Design load_store_unit_flat, sky130hd; sources not shown.
==> run_1/cell_density.png <==
(2 px per um) The die is cut into 9 by 14 equal tiles; black is low, pale yellow is high, 0 to 100% covered.
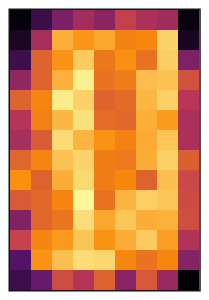
1.6% of the tiles are nearly empty. The mean over all tiles is 66%. The emptiest ninth of the die: north-west. The fullest tile reaches 98%. 41% of the tiles are over 75% full.
fp util: 0.421
Placeable Area: 0.0120 mm2
Final Core Density: 0.743

==> run_1/placement_by_type.png <==
(3 px per um) Fill, decap, tap and diode cells in gray.
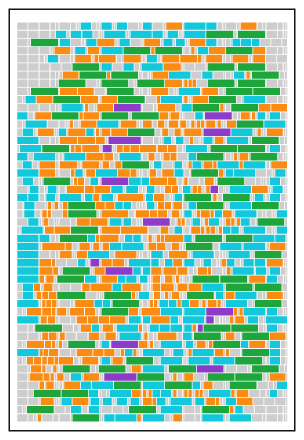
Cyan is other buffers and delay cells, cells 244, share of their area 35%. Purple is clock drivers and dummy loads, cells 16, share of their area 3.7%. Green is flops, cells 92, share of their area 26%. Orange is combinational and other logic, cells 341, share of their area 35%.
design area: 0.00893 mm2
Rows: 49
sequential share of cell area: 0.258

==> run_1/detail.png <==
Region (35, 58) to (60, 83) um. Cells in gray, sequential cells in the stronger gray; small squares are vias.
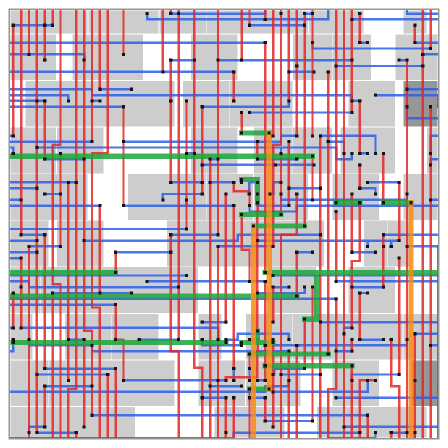
Green is metal 3. Red is metal 2. Orange is metal 4. Blue is metal 1.
49 logic cells have their middle in the window. Most frequent: buf_4 (14), buf_6 (6). Sequential cells in the window: 0.

==> run_1/clk_routes.png <==
(4 px per um)
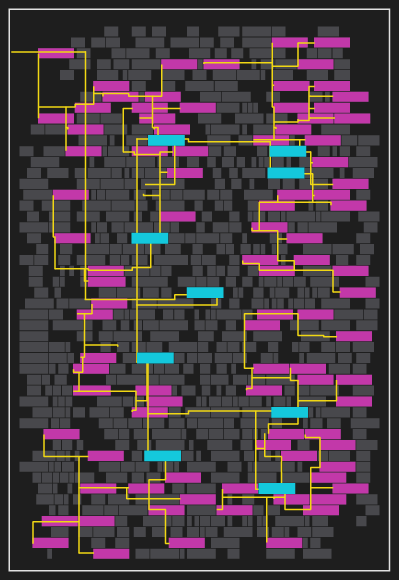
Yellow is clock wires, length 1150 um. Cyan is clock drivers, count 9. Magenta is flip-flops, count 92.
Position of the flops: all over the die. There are 10 routed clock nets.
power in the clock group: 1600 uW
Latency at later pin: 340 ps

==> summary.txt, run 1 <==
impl run done, here's what came out: vias in the first global route 4762, die height roughly 140 um, CTS clk-pin slew, worst paths approximately 70 ps, flip-flops with a built-in enable 0, first-pass GRT wire length ~26000 um, RSZ-0062 raised after global routing yes, Post-Synth Adder-Cell Area 0.0198, WL final between 15000 and 20000 um, # H-tree levels 3, cell area power density ~1600 mW/mm2, Largest logic family multiplexers, setup repair bufs after CTS 7, CTS root buf clkbuf_16, DR pass1 iterations 5, worst-margin pin slew 504 ps, critical path arrival between 2000 and 2500 ps, CP Data Required Time approximately 1600 ps, Layout area overhead 76.6%, worst hold path class primary input to asynchronous set/reset pin, Max Cap Violations 0, largest net degree at the start of global routing between 40 and 50, routed wl met3 994 um, post-synthesis simple-gate area fraction 0.139, nets about 800, fin crit period between 2000 and 3000 ps, Max Used Layer met4, WL met1 6390 um, vias per cell around 5.4, IO Port Bufs 170, Final period util 1.18, Met2 Wirelength 8940 um, dpl cell area 0.00824 mm2, Startpoint Class register, highest clock rate 367 MHz, critical path class register to primary output, GRT Util Overall 0.262, final setup fails around 68, post-synth net total 587, leak pwr 0.00396 uW, most used logic cell in the final layout dfrtp_1, Synth Flop Type dfrtp_1, Top cells excl fill/tap dfrtp_1, nand2_1, buf_12, clkdlybuf4s50_1, buf_4, CTS Hold Buffers Added 0, relative slew slack 0.663, drc violations 0, Top delay family on crit path flip-flops, IO Pins ~190, hpwl dp 12600 um, Synth area leader dfrtp_1, flop-to-flop setup slack around 520 ps, asr flop ratio synth 1.00, post-CTS sizing ~86, final hold slack between 300 and 400 ps, wire per inst just under 20 um, WP buf/inv 3, status finished with violations, Peak supply drop about 0.9 mV, gr ovfl total 0, CP Cell Sequence inv_6 > ha_4 > nand2_4 > nor3_4 > buf_6 > a21oi_4 > o21ai_4 > buf_12, Worst Reg-to-Reg Cells 6, top-area cell type share of the netlist area 0.455, comb. cell area about 0.003 mm2, Crit path largest cell delay 440 ps, Critical Path Sink Type primary output, setup ws final -425 ps, Slowest cell on crit path dfrtp_2, initial antenna violation count 1, M2 GR Usage 0.464, Yosys cell types roughly 53, YS chip area ~0.0051 mm2, cell with the most instances after synthesis dfrtp_1, top post-synthesis cells by count dfrtp_1, nand2_1, o21ai_0, Post-DRT Antenna Nets 0, FF/Latch Area 0.00230 mm2, mux share 0.160, CTS buffer count 9, placer congestion estimate 0.899, Mapped Cells 474, GR Util met1 0.315, violated checks setup timing, Die W about 95 um, critical path depth 8, XOR Share, Synth 0.00173, DRT iter0 DRCs 230, GRT busiest layer met2, aoi share 0.160, share of layout cells above drive strength 1 0.465, clock tree sinks 92, Cell Area, Synth just over 0.005 mm2, clock buffer depth 2, top cells by area dfrtp_1, mux2_4, nand2_1, o21ai_0, a22o_1, number of synthesized register bits between 90 and 100, Max Slew Vio Count 0, ys cells between 400 and 500, Vias about 4600, M3 GR Usage 0.0490, tool warnings ~53, crit-path max FO 8, Ys Warns 0, FILL cells 850, Synth Area per Inst around 11 um2, Synth Seq Share 0.455, Final Skew approximately 5.8 ps, CTS tree done, die area ~0.013 mm2, final hold viol count 0
## run 1: where the power goes
group	internal (uW)	switching [uW]	total, uW
clock	958	647	1600
combinational	4530	5190	9720
sequential	2400	610	3010
total	7890	6440	14300
## run 1: layout make-up
cell class | instances | share of cell area
repair buffers | 244 | 0.342
multi-input cells | 332 | 0.337
flip-flops and latches | 92 | 0.258
clock buffers | 9 | 0.0252
well taps | 153 | 0.0214
clock inverters | 7 | 0.0109
inverters | 9 | 0.00462
diodes | 1 | 0.000280
## run 1: metrics by stage
stage                     worst slack (ps)  total power (uW)  cells  setup TNS [ps]
after CTS                             -327             14200    846          -14940
after floorplan                       -254              8340    474           -8030
after detailed placement              -516             12100    828          -16870
after global placement                -478             12000    828          -16520
after global routing                  -463             15000    847          -20350
final                                 -425             14300    847          -15670
==> run_1/clocks.png <==
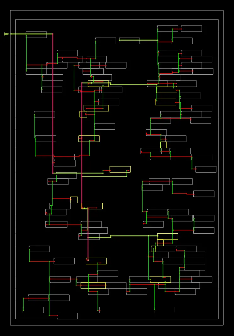

==> run 1 -> run 2 <==
--- a/config.mk
+++ b/config.mk
@@ -7,7 +7,6 @@
 export LEC_CHECK = 0
 export CAP_MARGIN = 30
 export CORE_ASPECT_RATIO = 1.5
-export CORE_MARGIN = 2
 export CORE_UTILIZATION = 41
 export DETAILED_ROUTE_END_ITERATION = 8
 export PLACE_DENSITY_LB_ADDON = 0.08
==> run_2/clocks.png <==
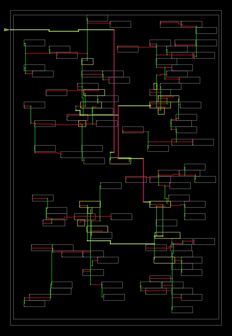
clock tree sinks: 92
CTS buffer count: 9
power in the clock group: 1520 uW
Final Skew: 6.69 ps

==> run_2/detail.png <==
Region (34, 57) to (59, 82) um. Cells in gray, sequential cells in the stronger gray; small squares are vias.
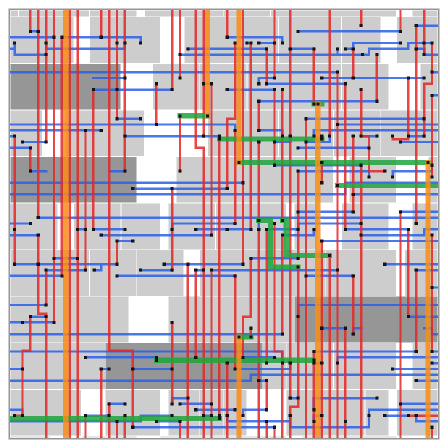
Blue is metal 1. Green is metal 3. Orange is metal 4. Red is metal 2.
Most frequent: buf_4 (12). Sequential cells in the window: 4. 50 logic cells have their middle in the window.

==> summary.txt, run 2 <==
impl run done, here's what came out: Vias between 4000 and 5000, Layout area overhead 77.6%, ys cells ~470, mux share 0.160, GRT busiest layer met2, setup ws final -395 ps, worst hold path class primary input to asynchronous set/reset pin, FF/Latch Area 0.00230 mm2, die height ~140 um, CTS root buf clkbuf_16, critical path arrival 2000 ps, cell area power density around 1600 mW/mm2, Cell Area, Synth 0.00506 mm2, fp util 0.421, worst slack, placed -513 ps, Sw Ratio 0.450, Pint 7960 uW, GR Util met1 0.316, # placed instances 825, worst-margin pin slew around 550 ps, Comb pwr share 0.687, Critical Path Sink Type primary output, Rows 49, WL met1 between 6000 and 7000 um, register share of total power 0.208, die area around 0.013 mm2, Seq. pwr between 3000 and 4000 uW, wire per inst 19.9 um, status finished with violations, Peak supply drop 0.973 mV, XOR Share, Synth 0.00173, M2 GR Usage 0.481, top-area cell type share of the netlist area 0.455, Ys Warns 0, M3 GR Usage 0.0429, Startpoint Class register, CTS clk-pin slew, worst paths approximately 60 ps, critical path class register to primary output, Worst Reg-to-Reg Cells 6, setup repair bufs after CTS 9, initial antenna violation count 1, non-filler cells, final 852, violated checks setup timing, Comb group a little under 10000 uW, CTS Hold Buffers Added 0, RSZ-0062 raised after global routing yes, vias per cell 5.30, hpwl dp 12500 um, post-CTS sizing between 80 and 90, share of layout cells above drive strength 1 0.468, IO Port Bufs ~170, nets a little over 800, largest net degree at the start of global routing 41, final setup fails approximately 70, Mapped Cells approximately 470, tool warnings about 53, drc violations 0, flop-to-flop setup slack a little under 500 ps, YS chip area between 0.005 and 0.006 mm2, GRT Util Overall 0.271, clock buffer depth 2, flip-flops with a built-in enable 0, post-synth net total 587, gr ovfl total 0, Met2 Wirelength 9010 um, Max Slew Vio Count 0, highest clock rate 371 MHz, WL final between 15000 and 20000 um, Synth Area per Inst approximately 11 um2, relative slew slack 0.633, DR pass1 iterations 4, Power Total 14500 uW, aoi share 0.160, most used logic cell in the final layout dfrtp_1, Post-DRT Antenna Nets 0, Top cells excl fill/tap dfrtp_1, buf_12, nand2_1, clkdlybuf4s50_1, buf_4, vias in the first global route about 5000, CP Data Required Time around 1600 ps, Latency at later pin about 340 ps, Yosys cell types around 53, DRT iter0 DRCs 180, cell with the most instances after synthesis dfrtp_1, final hold viol count 0
==> run_2/placement_by_type.png <==
(3 px per um) Fill, decap, tap and diode cells in gray.
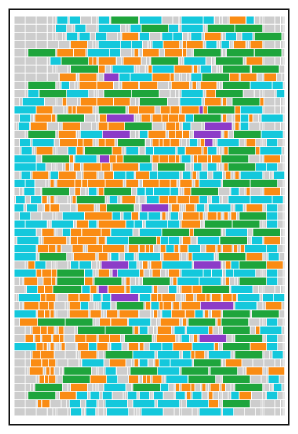
Purple is clock drivers and dummy loads, cells 16, share of their area 3.4%. Cyan is other buffers and delay cells, cells 248, share of their area 36%. Green is flops, cells 92, share of their area 26%. Orange is combinational and other logic, cells 341, share of their area 35%.
design area: 0.00898 mm2
Final Core Density: 0.748

## run 2: cell types whose count changed in the layout (fill, tap and decap cells not counted), sizes merged
cell,before,now
clkinv,2,3
inv,10,9
clkdlybuf4s50,72,71
bufinv,2,1
clkdlybuf4s15,0,1
diode,1,2
clkbuf,9,11
buf,149,153
clkinvlp,2,1
## run 2: critical path, stage by stage, from the launching register on
cell and delay (ps):
dfrtp_2 460, inv_6 90, ha_4 230, nand4b_1 250, o21ai_4 200, buf_12 160
a22o_4 130, buf_12 130
## run 2: layout make-up
class | count | area share
repair buffers | 248 | 0.350
multi-input cells | 332 | 0.333
clock inverters | 5 | 0.00669
diodes | 2 | 0.000557
well taps | 153 | 0.0213
clock buffers | 11 | 0.0270
inverters | 9 | 0.00474
flip-flops and latches | 92 | 0.257
No activity file was given, so power comes from the tool's default toggle rates.
